[config.mk]
export PLATFORM = sky130hd
export DESIGN_NAME = exec_stage_flat
export DESIGN_NICKNAME = d
export VERILOG_FILES = /design/src/rtl/exec_stage_if.sv /design/src/rtl/exec_stage.sv /design/src/flat_wrapper.sv
export SDC_FILE = /design/constraint.sdc
export NUM_CORES = 1
export LEC_CHECK = 0
export CAP_MARGIN = 20
export CORE_AREA = 2 2 148 165
export DETAILED_ROUTE_END_ITERATION = 12
export DIE_AREA = 0 0 150 167
export PLACE_DENSITY_LB_ADDON = 0.12
export SLEW_MARGIN = 20
export SYNTH_ARGS = -nofsm -noshare
export SYNTH_HDL_FRONTEND = slang
export SYNTH_SLANG_ARGS = --single-unit
[constraint.sdc]
create_clock -name clock -period 14.81 [get_ports clock]
set_input_delay 2.962 -clock clock [delete_from_list [all_inputs] [get_ports clock]]
set_output_delay 2.962 -clock clock [all_outputs]
set_load 0.01 [all_outputs]
[src/rtl/exec_stage_if.sv]
// ---------------------------------------------------------------------------
// exec_stage_if
// Bundles every signal between the execute stage and its neighbours (the
// decode/fetch side that issues instructions and the register file).
//
//   in_valid/in_ready   : instruction handshake into the stage
//   icode/ifun/rA/rB/valC : decoded instruction fields
//   srcA/srcB           : register file read addresses (from the stage)
//   valA/valB           : register file read data (into the stage)
//   dstE/valE           : register file write port E (from the stage)
//   cc                  : condition codes {ZF,SF,OF}
//   halted/err          : stop status
//   retired             : executed-instruction counter
//
// Modports:
//   master : environment side (issues instructions, serves reads/writes)
//   slave  : the execute stage itself
// ---------------------------------------------------------------------------
interface exec_stage_if #(
    parameter int W     = 32,
    parameter int CNT_W = 16
);
    logic             in_valid;
    logic             in_ready;
    logic [3:0]       icode;
    logic [3:0]       ifun;
    logic [3:0]       rA;
    logic [3:0]       rB;
    logic [15:0]      valC;
    logic [3:0]       srcA;
    logic [3:0]       srcB;
    logic [W-1:0]     valA;
    logic [W-1:0]     valB;
    logic [3:0]       dstE;
    logic [W-1:0]     valE;
    logic [2:0]       cc;
    logic             halted;
    logic             err;
    logic [CNT_W-1:0] retired;

    modport master (
        output in_valid, icode, ifun, rA, rB, valC, valA, valB,
        input  in_ready, srcA, srcB, dstE, valE, cc, halted, err, retired
    );

    modport slave (
        input  in_valid, icode, ifun, rA, rB, valC, valA, valB,
        output in_ready, srcA, srcB, dstE, valE, cc, halted, err, retired
    );
endinterface

[src/rtl/exec_stage.sv]
// ---------------------------------------------------------------------------
// exec_stage
// Execute/writeback stage. An accepted instruction is captured in D, its
// operands are read from the register file (with forwarding from E), and
// the result is registered into E, which drives the register file write
// port. Holds condition codes, counts retired instructions and stops on a
// halt or an illegal instruction.
//
// Ports:
//   clock : single clock, rising edge
//   reset : synchronous, active-low
//   bus   : exec_stage_if.slave (handshake, decoded fields, register file
//           read/write ports, cc, halted, err, retired)
// ---------------------------------------------------------------------------
module exec_stage #(
    parameter int W     = 32,
    parameter int CNT_W = 16
) (
    input  logic         clock,
    input  logic         reset,
    exec_stage_if.slave  bus
);
    localparam logic [3:0] REG_NONE = 4'hF;

    typedef enum logic {S_RUN, S_HALT} state_t;

    state_t r_state;
    state_t w_state_nxt;

    // D register
    logic             r_d_vld;
    logic [3:0]       r_d_icode;
    logic [3:0]       r_d_ifun;
    logic [3:0]       r_d_ra;
    logic [3:0]       r_d_rb;
    logic [15:0]      r_d_valc;

    // E register and architectural status
    logic [3:0]       r_dste;
    logic [W-1:0]     r_vale;
    logic [2:0]       r_cc;
    logic             r_halted;
    logic             r_err;
    logic [CNT_W-1:0] r_retired;

    logic [3:0]       w_srca;
    logic [3:0]       w_srcb;
    logic [W-1:0]     w_rda;
    logic [W-1:0]     w_rdb;
    logic [W-1:0]     w_opa;
    logic [W-1:0]     w_opb;
    logic             w_in_ready;
    logic             w_accept;
    logic             w_legal;
    logic             w_illegal;
    logic             w_halt_ins;
    logic             w_upd_vale;
    logic [3:0]       w_dst_nxt;
    logic [W-1:0]     w_res;
    logic [2:0]       w_cc_nxt;
    logic [W:0]       w_alu;

    // Returns {OF, result} for OPl; result is rB op rA, modulo 2^W.
    function automatic logic [W:0] alu_op(
        input logic [3:0]   fn,
        input logic [W-1:0] a,
        input logic [W-1:0] b
    );
        logic [W-1:0] r;
        logic         of;
        r  = '0;
        of = 1'b0;
        case (fn)
            4'd0: begin
                r  = b + a;
                of = (a[W-1] == b[W-1]) && (r[W-1] != b[W-1]);
            end
            4'd1: begin
                r  = b - a;
                of = (b[W-1] != a[W-1]) && (r[W-1] != b[W-1]);
            end
            4'd2:    r = b & a;
            4'd3:    r = b ^ a;
            default: r = '0;
        endcase
        return {of, r};
    endfunction

    // Operand read: index F reads as zero regardless of the register file.
    assign w_srca = r_d_vld ? r_d_ra : REG_NONE;
    assign w_srcb = r_d_vld ? r_d_rb : REG_NONE;
    assign w_rda  = (w_srca == REG_NONE) ? '0 : bus.valA;
    assign w_rdb  = (w_srcb == REG_NONE) ? '0 : bus.valB;

    // E is committed to the register file at the same edge D executes, so a
    // value still sitting in E has to bypass the (stale) register file read.
    assign w_opa = ((r_dste != REG_NONE) && (r_dste == w_srca)) ? r_vale : w_rda;
    assign w_opb = ((r_dste != REG_NONE) && (r_dste == w_srcb)) ? r_vale : w_rdb;

    always_comb begin
        w_state_nxt = r_state;
        w_in_ready  = (r_state == S_RUN);
        w_legal     = 1'b0;
        w_illegal   = 1'b0;
        w_halt_ins  = 1'b0;
        w_upd_vale  = 1'b0;
        w_dst_nxt   = REG_NONE;
        w_res       = '0;
        w_cc_nxt    = r_cc;
        w_alu       = '0;

        if (r_d_vld) begin
            case (r_d_icode)
                4'h0: w_legal = 1'b1;
                4'h1: begin
                    if (r_d_ifun == 4'h0) begin
                        w_legal    = 1'b1;
                        w_dst_nxt  = r_d_rb;
                        w_res      = W'(r_d_valc);
                        w_upd_vale = 1'b1;
                    end else begin
                        w_illegal = 1'b1;
                    end
                end
                4'h2: begin
                    if (r_d_ifun <= 4'd3) begin
                        w_legal    = 1'b1;
                        w_alu      = alu_op(r_d_ifun, w_opa, w_opb);
                        w_res      = w_alu[W-1:0];
                        w_dst_nxt  = r_d_rb;
                        w_upd_vale = 1'b1;
                        w_cc_nxt   = {(w_alu[W-1:0] == '0), w_alu[W-1], w_alu[W]};
                    end else begin
                        w_illegal = 1'b1;
                    end
                end
                4'hF: begin
                    if (r_d_ifun == 4'h0) begin
                        w_legal    = 1'b1;
                        w_halt_ins = 1'b1;
                    end else begin
                        w_illegal = 1'b1;
                    end
                end
                default: w_illegal = 1'b1;
            endcase
        end

        if (w_halt_ins || w_illegal) begin
            w_state_nxt = S_HALT;
        end
    end

    // An instruction arriving on the edge that enters HALT is dropped so D
    // is empty from the first halted cycle on.
    assign w_accept = bus.in_valid && w_in_ready && (w_state_nxt == S_RUN);

    always_ff @(posedge clock) begin
        if (!reset) begin
            r_state <= S_RUN;
        end else begin
            r_state <= w_state_nxt;
        end
    end

    // Stage D: capture
    always_ff @(posedge clock) begin
        if (!reset) begin
            r_d_vld <= 1'b0;
        end else begin
            r_d_vld <= w_accept;
        end
    end

    always_ff @(posedge clock) begin
        if (w_accept) begin
            r_d_icode <= bus.icode;
            r_d_ifun  <= bus.ifun;
            r_d_ra    <= bus.rA;
            r_d_rb    <= bus.rB;
            r_d_valc  <= bus.valC;
        end
    end

    // Stage E: result / writeback
    always_ff @(posedge clock) begin
        if (!reset) begin
            r_dste    <= REG_NONE;
            r_vale    <= '0;
            r_cc      <= 3'b100;
            r_halted  <= 1'b0;
            r_err     <= 1'b0;
            r_retired <= '0;
        end else begin
            r_dste <= w_dst_nxt;
            if (w_upd_vale) begin
                r_vale <= w_res;
            end
            r_cc <= w_cc_nxt;
            if (w_legal) begin
                r_retired <= r_retired + CNT_W'(1);
            end
            if (w_halt_ins || w_illegal) begin
                r_halted <= 1'b1;
            end
            if (w_illegal) begin
                r_err <= 1'b1;
            end
        end
    end

    assign bus.in_ready = w_in_ready;
    assign bus.srcA     = w_srca;
    assign bus.srcB     = w_srcb;
    assign bus.dstE     = r_dste;
    assign bus.valE     = r_vale;
    assign bus.cc       = r_cc;
    assign bus.halted   = r_halted;
    assign bus.err      = r_err;
    assign bus.retired  = r_retired;
endmodule

[src/flat_wrapper.sv]
// flat-port wrapper written by rule: the top's interface ports become plain ports
module exec_stage_flat 
#(
    parameter int W     = 32,
    parameter int CNT_W = 16
)
  (clock, reset, bus_in_valid, bus_icode, bus_ifun, bus_rA, bus_rB, bus_valC, bus_valA, bus_valB, bus_in_ready, bus_srcA, bus_srcB, bus_dstE, bus_valE, bus_cc, bus_halted, bus_err, bus_retired);
  exec_stage_if #(.W(W), .CNT_W(CNT_W)) bus_i ();
  input  logic clock;
  input  logic reset;
  input wire logic [$bits(bus_i.in_valid)-1:0] bus_in_valid;
  input wire logic [$bits(bus_i.icode)-1:0] bus_icode;
  input wire logic [$bits(bus_i.ifun)-1:0] bus_ifun;
  input wire logic [$bits(bus_i.rA)-1:0] bus_rA;
  input wire logic [$bits(bus_i.rB)-1:0] bus_rB;
  input wire logic [$bits(bus_i.valC)-1:0] bus_valC;
  input wire logic [$bits(bus_i.valA)-1:0] bus_valA;
  input wire logic [$bits(bus_i.valB)-1:0] bus_valB;
  output wire logic [$bits(bus_i.in_ready)-1:0] bus_in_ready;
  output wire logic [$bits(bus_i.srcA)-1:0] bus_srcA;
  output wire logic [$bits(bus_i.srcB)-1:0] bus_srcB;
  output wire logic [$bits(bus_i.dstE)-1:0] bus_dstE;
  output wire logic [$bits(bus_i.valE)-1:0] bus_valE;
  output wire logic [$bits(bus_i.cc)-1:0] bus_cc;
  output wire logic [$bits(bus_i.halted)-1:0] bus_halted;
  output wire logic [$bits(bus_i.err)-1:0] bus_err;
  output wire logic [$bits(bus_i.retired)-1:0] bus_retired;
  assign bus_i.in_valid = bus_in_valid;
  assign bus_i.icode = bus_icode;
  assign bus_i.ifun = bus_ifun;
  assign bus_i.rA = bus_rA;
  assign bus_i.rB = bus_rB;
  assign bus_i.valC = bus_valC;
  assign bus_i.valA = bus_valA;
  assign bus_i.valB = bus_valB;
  assign bus_in_ready = bus_i.in_ready;
  assign bus_srcA = bus_i.srcA;
  assign bus_srcB = bus_i.srcB;
  assign bus_dstE = bus_i.dstE;
  assign bus_valE = bus_i.valE;
  assign bus_cc = bus_i.cc;
  assign bus_halted = bus_i.halted;
  assign bus_err = bus_i.err;
  assign bus_retired = bus_i.retired;
  exec_stage #(.W(W), .CNT_W(CNT_W)) u_core (.clock(clock), .reset(reset), .bus(bus_i));
endmodule
==> run summary <==
yosys + openroad results -> well tap count just over 300, buffers added on ports around 160, most common cell in the synthesized netlist nand2_1, CTS max path bufs 2, status complete, no violations, Arr. time, crit path 7.85 ns, Seq/total area 18.9%, vias in the first global route ~10000, CP cell instances clkdlybuf4s50_1 -> nand3_1 -> o21ai_0 -> fa_1 -> nor2b_1 -> o311ai_1 -> a211oi_1 -> o311ai_1 -> nand2_1 -> a21oi_1 -> o211a_1 -> a21oi_1 -> or4_1 -> or4_1 -> o21ai_1, Top Layout Cells clkdlybuf4s50_1, nand2_1, nor2_1, setup_tns 0 ns, total leakage power between 4 and 5 nW, yosys warns 0, reg2reg start u_core.r_d_vld, Clock buffer cells 11, HPWL after detailed placement 28700 um, die height roughly 170 um, final core utilization around half, Adder Share, Synth under 10%, share of layout cells above drive strength 1 4.42%, # DRC 0, share of total power in combinational logic between 40% and 50%, Flops after synth just over 90, ys async rst share 0%, OpenROAD warning count around 53, FF+latch count between 90 and 100, fp util 39.4%, fmax 0.132 GHz, Comb power between 0.3 and 0.4 mW, GRT Resource Usage Total ~30%, Hold Crit Class reg2reg, CP max stage cell fa_1, dpl ws approximately 7 ns, non-clock buffer share of cell area 15.6%, CP Capture Type register, bufs w/o clock about 180, largest net degree at the start of global routing around 70, type of origin of the critical path input pin, clock share of power between 20% and 30%, Max-slew headroom about a quarter, CTS HTree Levels 3, CP required 15.10 ns, first-pass GRT wire length roughly 58000 um, switching power around 0.37 mW, CTS Hold Buffers Added 0, Distinct cells, synth a little under 80, maximum fanout along the worst path 4, Register Area approximately 2100 um2, Mean Syn Cell Area 7.16 um2, ant diodes 0, hold-critical path endpoint u_core.bus.cc[1], Sw Share 40.6%, Complex Gates by Area about 28%, RSZ-0062 raised after global routing no, Placer Congestion 0.953, EDFF count, synth 32, family with the most delay on the worst path AND-OR/OR-AND gates, Max-area cell share 12.8%, GRT overflow 0, CTS resizes 0, clock root buffer master clkbuf_16, Worst Hold Launch u_core.bus.cc[1], critical path depth 15, antenna violations before repair 0, syn nets ~1500, Routed Antenna Nets 0, skew final between 0.01 and 0.015 ns, top cells by count, synth nand2_1, nor2_1, inv_1, Synth area leader dfxtp_1, Hold Crit Depth 2, total power just over 0.9 mW, # rows slightly below 60, Final Hold Viols 0, Critical path destination u_core.bus.cc[2], Final Setup Violations 0, final slew viol count 0, Combinational Gates 1016, Late-Pin Clk Latency between 0.3 and 0.4 ns, clock transition at the registers of the reported paths 0.08 ns, Period minus WS final between 7 and 8 ns, Worst-Margin Slew 1.12 ns, Via-to-Cell Ratio about 6.0, YS chip area around 9000 um2, kind of critical path in2reg, Yosys Instances 1284, clock sink total between 90 and 100, die width roughly 150 um, ClkCell Share between 2 and 3%, Top class by area multi-input combinational cells, Worst path max stage delay roughly 0.6 ns, FF-to-FF path depth 20, placed cell count around 1700, Top power group combinational logic, Finished Cell Area roughly 11000 um2, # IOs 165, Multiplexer share ~2.7%, logic area ~6400 um2
-- layer usage --
metal	wire length, um	vias to the layer above	GRT usage (%)
met4	1170	0	10.7
met5	0	-	0
met2	17200	435	47.0
li1	-	4840	-
met1	16500	4965	40.4
met3	3250	75	7.59
-- flip-flops by register name, summed over array words and instances (netlist names) --
| signal | flops |
|---|---|
| u_core.r_d_rb | 4 |
| u_core.r_d_vld | 1 |
| u_core.bus.dstE | 4 |
| u_core.bus.valE | 32 |
| u_core.bus.halted | 1 |
| u_core.r_state | 1 |
| u_core.r_d_ifun | 4 |
| u_core.bus.retired | 16 |
| u_core.r_d_icode | 4 |
| u_core.bus.cc | 3 |
| u_core.bus.err | 1 |
| u_core.r_d_ra | 4 |
| u_core.r_d_valc | 16 |
Gate-type map:
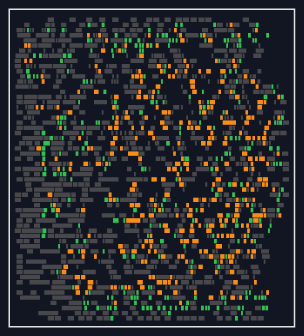
legend:
  green:
    family: nand cells
    cells: 276
    where: widely spread
  orange:
    family: aoi and oai cells
    cells: 323
dominant logic cell type in the layout: clkdlybuf4s50_1
fin cells: 1708
multi-input combinational area share: 56.3%

M2 wires:
Cells faint in the background.
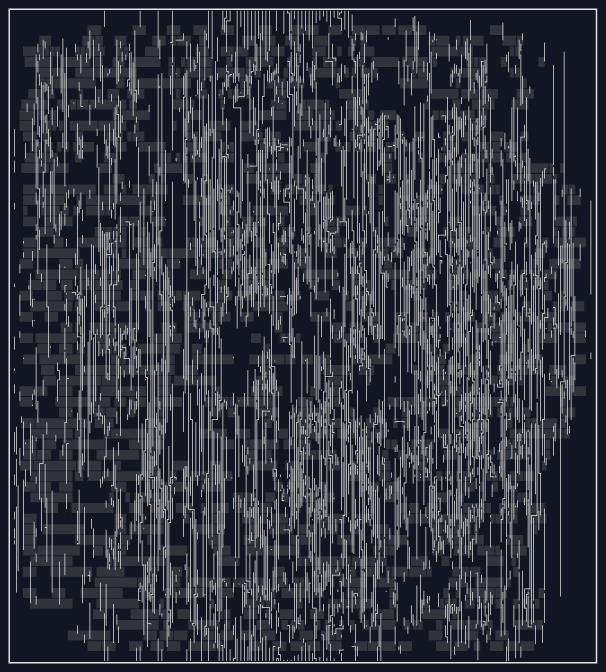
longest straight run: 61.9 um
nets with wire on the layer: 1279
via count: 10315
GR Util met2: 47.0%
drt total wl: 38100 um

Power and IR drop assume default switching activity.
